### src/rtl/fsm_error_accumulator_pkg.sv
`default_nettype none
// ============================================================================
//  Module      : fsm_tmr_pkg
//  Description : Shared types and saturating-increment helper for the FSM TMR
//                error accumulator.
//  Revision    : 1.0 - initial release
// ============================================================================
package fsm_tmr_pkg;

    typedef enum logic [1:0] {
        IDLE = 2'd0,
        RUN  = 2'd1,
        HOLD = 2'd2
    } acc_state_t;

    localparam int c_SAT_MAX_W = 64;
    localparam int c_RUN_W     = 8;

    // Callers zero-extend into the 64-bit vector and truncate the result back.
    function automatic logic [c_SAT_MAX_W-1:0] sat_inc(
        input logic [c_SAT_MAX_W-1:0] val,
        input int                     width
    );
        logic [c_SAT_MAX_W-1:0] max_val;
        max_val = (width >= c_SAT_MAX_W) ? '1 : ((64'd1 << width) - 64'd1);
        return (val >= max_val) ? max_val : (val + 64'd1);
    endfunction

endpackage
`default_nettype wire

### src/rtl/fsm_error_accumulator_sat_counter.sv
`default_nettype none
// ============================================================================
//  Module      : sat_counter
//  Description : Width-parameterised up-counter with enable, synchronous clear
//                and saturation at all-ones.
//  Revision    : 1.0 - initial release
// ============================================================================
module sat_counter
    import fsm_tmr_pkg::*;
#(
    parameter int WIDTH = 16
) (
    input  logic             clk_i,
    input  logic             rst_n_i,
    input  logic             clr_i,
    input  logic             en_i,
    output logic [WIDTH-1:0] cnt_o
);

    logic [WIDTH-1:0] r_cnt;
    logic [WIDTH-1:0] w_next;

    assign w_next = WIDTH'(sat_inc(c_SAT_MAX_W'(r_cnt), WIDTH));

    always_ff @(posedge clk_i or negedge rst_n_i) begin
        if (!rst_n_i) begin
            r_cnt <= '0;
        end else if (clr_i) begin
            r_cnt <= '0;
        end else if (en_i) begin
            r_cnt <= w_next;
        end
    end

    assign cnt_o = r_cnt;

endmodule
`default_nettype wire

### src/rtl/fsm_error_accumulator.sv
`default_nettype none
// ============================================================================
//  Module      : fsm_error_accumulator
//  Description : Accumulates one lane's comparator flags over a measurement
//                window and hands a frozen snapshot to readout via valid/ready.
//  Revision    : 1.0 - initial release
// ============================================================================
module fsm_error_accumulator
    import fsm_tmr_pkg::*;
#(
    parameter int CNT_WIDTH_G = 16,
    parameter int CYC_WIDTH_G = 32,
    parameter int LOCK_THR_G  = 4
) (
    input  logic                   clk_i,
    input  logic                   rst_n_i,
    input  logic                   start_i,
    input  logic                   stop_i,
    input  logic                   clear_i,
    input  logic                   error_state_i,
    input  logic                   error_mismatch_i,
    output logic                   running_o,
    output logic                   snap_valid_o,
    input  logic                   snap_ready_i,
    output logic [CNT_WIDTH_G-1:0] mismatch_cnt_o,
    output logic [CNT_WIDTH_G-1:0] state_err_cnt_o,
    output logic [CYC_WIDTH_G-1:0] cycle_cnt_o,
    output logic [CYC_WIDTH_G-1:0] first_mm_cycle_o,
    output logic                   first_mm_valid_o,
    output logic                   lock_lost_o
);

    localparam logic [c_RUN_W-1:0] c_LOCK_THR = c_RUN_W'(LOCK_THR_G);

    acc_state_t             r_state;
    acc_state_t             w_state_next;
    logic                   w_zero;
    logic                   w_count;
    logic [c_RUN_W-1:0]     r_run;
    logic [c_RUN_W-1:0]     w_run_inc;
    logic [CYC_WIDTH_G-1:0] r_first_cycle;
    logic                   r_first_valid;
    logic                   r_lock_lost;

    // ------------------------------------------------------------------
    // Control FSM. w_zero wipes the whole window on clear and on RUN entry.
    // ------------------------------------------------------------------
    always_ff @(posedge clk_i or negedge rst_n_i) begin
        if (!rst_n_i) begin
            r_state <= IDLE;
        end else begin
            r_state <= w_state_next;
        end
    end

    always_comb begin
        w_state_next = r_state;
        w_zero       = clear_i;
        if (clear_i) begin
            w_state_next = IDLE;
        end else begin
            case (r_state)
                IDLE: begin
                    // stop outranks start, so a simultaneous pair stays put
                    if (start_i && !stop_i) begin
                        w_state_next = RUN;
                        w_zero       = 1'b1;
                    end
                end
                RUN: begin
                    if (stop_i) begin
                        w_state_next = HOLD;
                    end
                end
                HOLD: begin
                    if (snap_ready_i) begin
                        w_state_next = IDLE;
                    end
                end
                default: begin
                    w_state_next = IDLE;
                    w_zero       = 1'b1;
                end
            endcase
        end
    end

    // The stop cycle still counts, so counting only depends on being in RUN.
    assign w_count = (r_state == RUN) && !clear_i;

    // ------------------------------------------------------------------
    // Saturating window counters
    // ------------------------------------------------------------------
    sat_counter #(.WIDTH(CNT_WIDTH_G)) u_mismatch_cnt (
        .clk_i   (clk_i),
        .rst_n_i (rst_n_i),
        .clr_i   (w_zero),
        .en_i    (w_count && error_mismatch_i),
        .cnt_o   (mismatch_cnt_o)
    );

    sat_counter #(.WIDTH(CNT_WIDTH_G)) u_state_err_cnt (
        .clk_i   (clk_i),
        .rst_n_i (rst_n_i),
        .clr_i   (w_zero),
        .en_i    (w_count && error_state_i),
        .cnt_o   (state_err_cnt_o)
    );

    sat_counter #(.WIDTH(CYC_WIDTH_G)) u_cycle_cnt (
        .clk_i   (clk_i),
        .rst_n_i (rst_n_i),
        .clr_i   (w_zero),
        .en_i    (w_count),
        .cnt_o   (cycle_cnt_o)
    );

    // ------------------------------------------------------------------
    // First-mismatch capture and consecutive-mismatch lock detection
    // ------------------------------------------------------------------
    assign w_run_inc = c_RUN_W'(sat_inc(c_SAT_MAX_W'(r_run), c_RUN_W));

    always_ff @(posedge clk_i or negedge rst_n_i) begin
        if (!rst_n_i) begin
            r_run         <= '0;
            r_first_cycle <= '0;
            r_first_valid <= 1'b0;
            r_lock_lost   <= 1'b0;
        end else if (w_zero) begin
            r_run         <= '0;
            r_first_cycle <= '0;
            r_first_valid <= 1'b0;
            r_lock_lost   <= 1'b0;
        end else if (w_count) begin
            if (error_mismatch_i) begin
                r_run <= w_run_inc;
                if (w_run_inc >= c_LOCK_THR) begin
                    r_lock_lost <= 1'b1;
                end
                // cycle_cnt_o is still the pre-increment value here
                if (!r_first_valid) begin
                    r_first_cycle <= cycle_cnt_o;
                    r_first_valid <= 1'b1;
                end
            end else begin
                r_run <= '0;
            end
        end
    end

    assign running_o        = (r_state == RUN);
    assign snap_valid_o     = (r_state == HOLD);
    assign first_mm_cycle_o = r_first_cycle;
    assign first_mm_valid_o = r_first_valid;
    assign lock_lost_o      = r_lock_lost;

endmodule
`default_nettype wire
### config.mk
export PLATFORM = sky130hd
export DESIGN_NAME = fsm_error_accumulator
export DESIGN_NICKNAME = d
export VERILOG_FILES = /design/src/rtl/fsm_error_accumulator_pkg.sv /design/src/rtl/fsm_error_accumulator_sat_counter.sv /design/src/rtl/fsm_error_accumulator.sv
export SDC_FILE = /design/constraint.sdc
export NUM_CORES = 1
export LEC_CHECK = 0
export CORE_MARGIN = 5
export CORE_UTILIZATION = 52
export DETAILED_ROUTE_END_ITERATION = 10
export GPL_TIMING_DRIVEN = 1
export HOLD_SLACK_MARGIN = 0.02
export PLACE_DENSITY = 0.86
export SYNTH_ARGS = -nofsm -noshare
export SYNTH_HDL_FRONTEND = slang
export SYNTH_SLANG_ARGS = --single-unit
### constraint.sdc
create_clock -name clk_i -period 2.8 [get_ports clk_i]
set_input_delay 0.28 -clock clk_i [delete_from_list [all_inputs] [get_ports clk_i]]
set_output_delay 0.28 -clock clk_i [all_outputs]
set_load 0.02 [all_outputs]
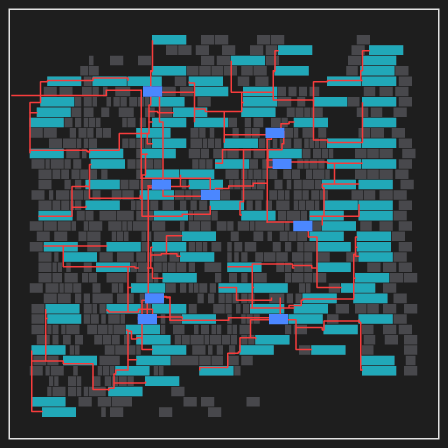
(clock network drawn from the DEF)
- red: clock wires (length 1260 µm)
- blue: clock drivers (count 9)
- cyan: flip-flops (count 108)
- flops lie: widely spread
- routed clock nets: 10
clock power share: 28.7%
Clk power: 913 µW
Latency at later pin: 0.38 ns
worst clock skew: 0.01090 ns

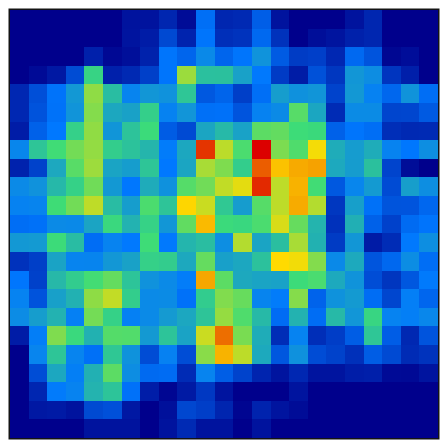
(wire density map)
23 x 23 tiles, from dark blue (low) to red (high), scaled to the fullest tile. Values are wire area over tile area, all layers added.
- densest ninth of the die: centre
- tiles over half the peak: 15%
- emptiest ninth of the die: lower right
- mean over tiles: 0.19
- nearly empty tiles: 14%

==> results.yml <==
# yosys + openroad results
run_status:
  status: "finished, final reports clean"
clock_tree:
  path_clk_slew_ns: 0.11
  cts_setup_buffers: 0
  cts_hold_buf: 1
  tritoncts_num_sinks: 108
final_layout:
  flop_area_um2: 2703
  final_cell_mix: "dfrtp_1 (108), clkdlybuf4s50_1 (106), nor2_1 (53)"
  insertedDiodeCount: 0
  clock_buffers: 9
  num-fill-cells: 801
  drive_gt1_share_pct: 8.169
floorplan:
  rows: 37
  core_um2: 10280
timing:
  finalHoldViolations: 0
  finalMaxSlewViolations: 0
  rsz0062_at_grt: "no"
worst_hold_path:
  holdCritPathClass: "input port to async pin"
routing:
  first_pass_iters: 5
  avgRoutedWirePerCell_um: 18.39
  drt-met1-wl_um: 6219
synth:
  synth_area_per_cell_um2: 9.836
  simple_gate_area_share_pct: 22.79
  mux_share_pct: 1.647
global_route:
  grt_pass1_wl_um: 24240
critical_path:
  crit_required_ns: 3.11
## routing by layer
metal / global-route usage, % / vias up
met3: 5.714 / 28
li1: - / 2312
met5: 0 / -
met4: 8.173 / 0
met2: 36.97 / 270
met1: 30.07 / 2399
## power by group through the flow
stage                     combinational (µW)  sequential (µW)  clock (µW)
final                                    660             1610         913
after global routing                     718             1610         983
after CTS                                656             1610         918
after detailed placement                 651             1640           0
after global placement                   633             1630           0
after floorplan                          374             1650           0
## worst max path at each step
stage | startpoint | cells after the start | to | slack [ns]
2_1_floorplan | u_cycle_cnt.cnt_o[0]$_DFFE_PN0P_ | 7 | u_cycle_cnt.cnt_o[17]$_DFFE_PN0P_ | 0.64
3_3_place_gp | clear_i | 6 | u_cycle_cnt.cnt_o[28]$_DFFE_PN0P_ | 0.45
3_5_place_dp | clear_i | 6 | u_cycle_cnt.cnt_o[28]$_DFFE_PN0P_ | 0.34
4_1_cts | u_cycle_cnt.cnt_o[1]$_DFFE_PN0P_ | 6 | u_cycle_cnt.cnt_o[17]$_DFFE_PN0P_ | 0.44
5_1_grt | r_state[1]$_DFFE_PN0P_ | 7 | u_cycle_cnt.cnt_o[28]$_DFFE_PN0P_ | 0.17
6_report | u_cycle_cnt.cnt_o[1]$_DFFE_PN0P_ | 6 | u_cycle_cnt.cnt_o[17]$_DFFE_PN0P_ | 0.44
## kinds of logic after synthesis
kind of cell | after synthesis
AOI/OAI and AO/OA | 155
xor gates and xnor gates | 3
adders and majority gates | 8
buffers and inverters | 43
DFF | 108
muxes | 9
and+or+nand+nor | 230
## worst max-delay path, delay by kind of cell (launching register included)
kind	cells	cell delay (ns)
simple gates	5	1.58
flops	1	0.45
fa+ha+maj	1	0.26
No activity file was given, so power comes from the tool's default toggle rates.
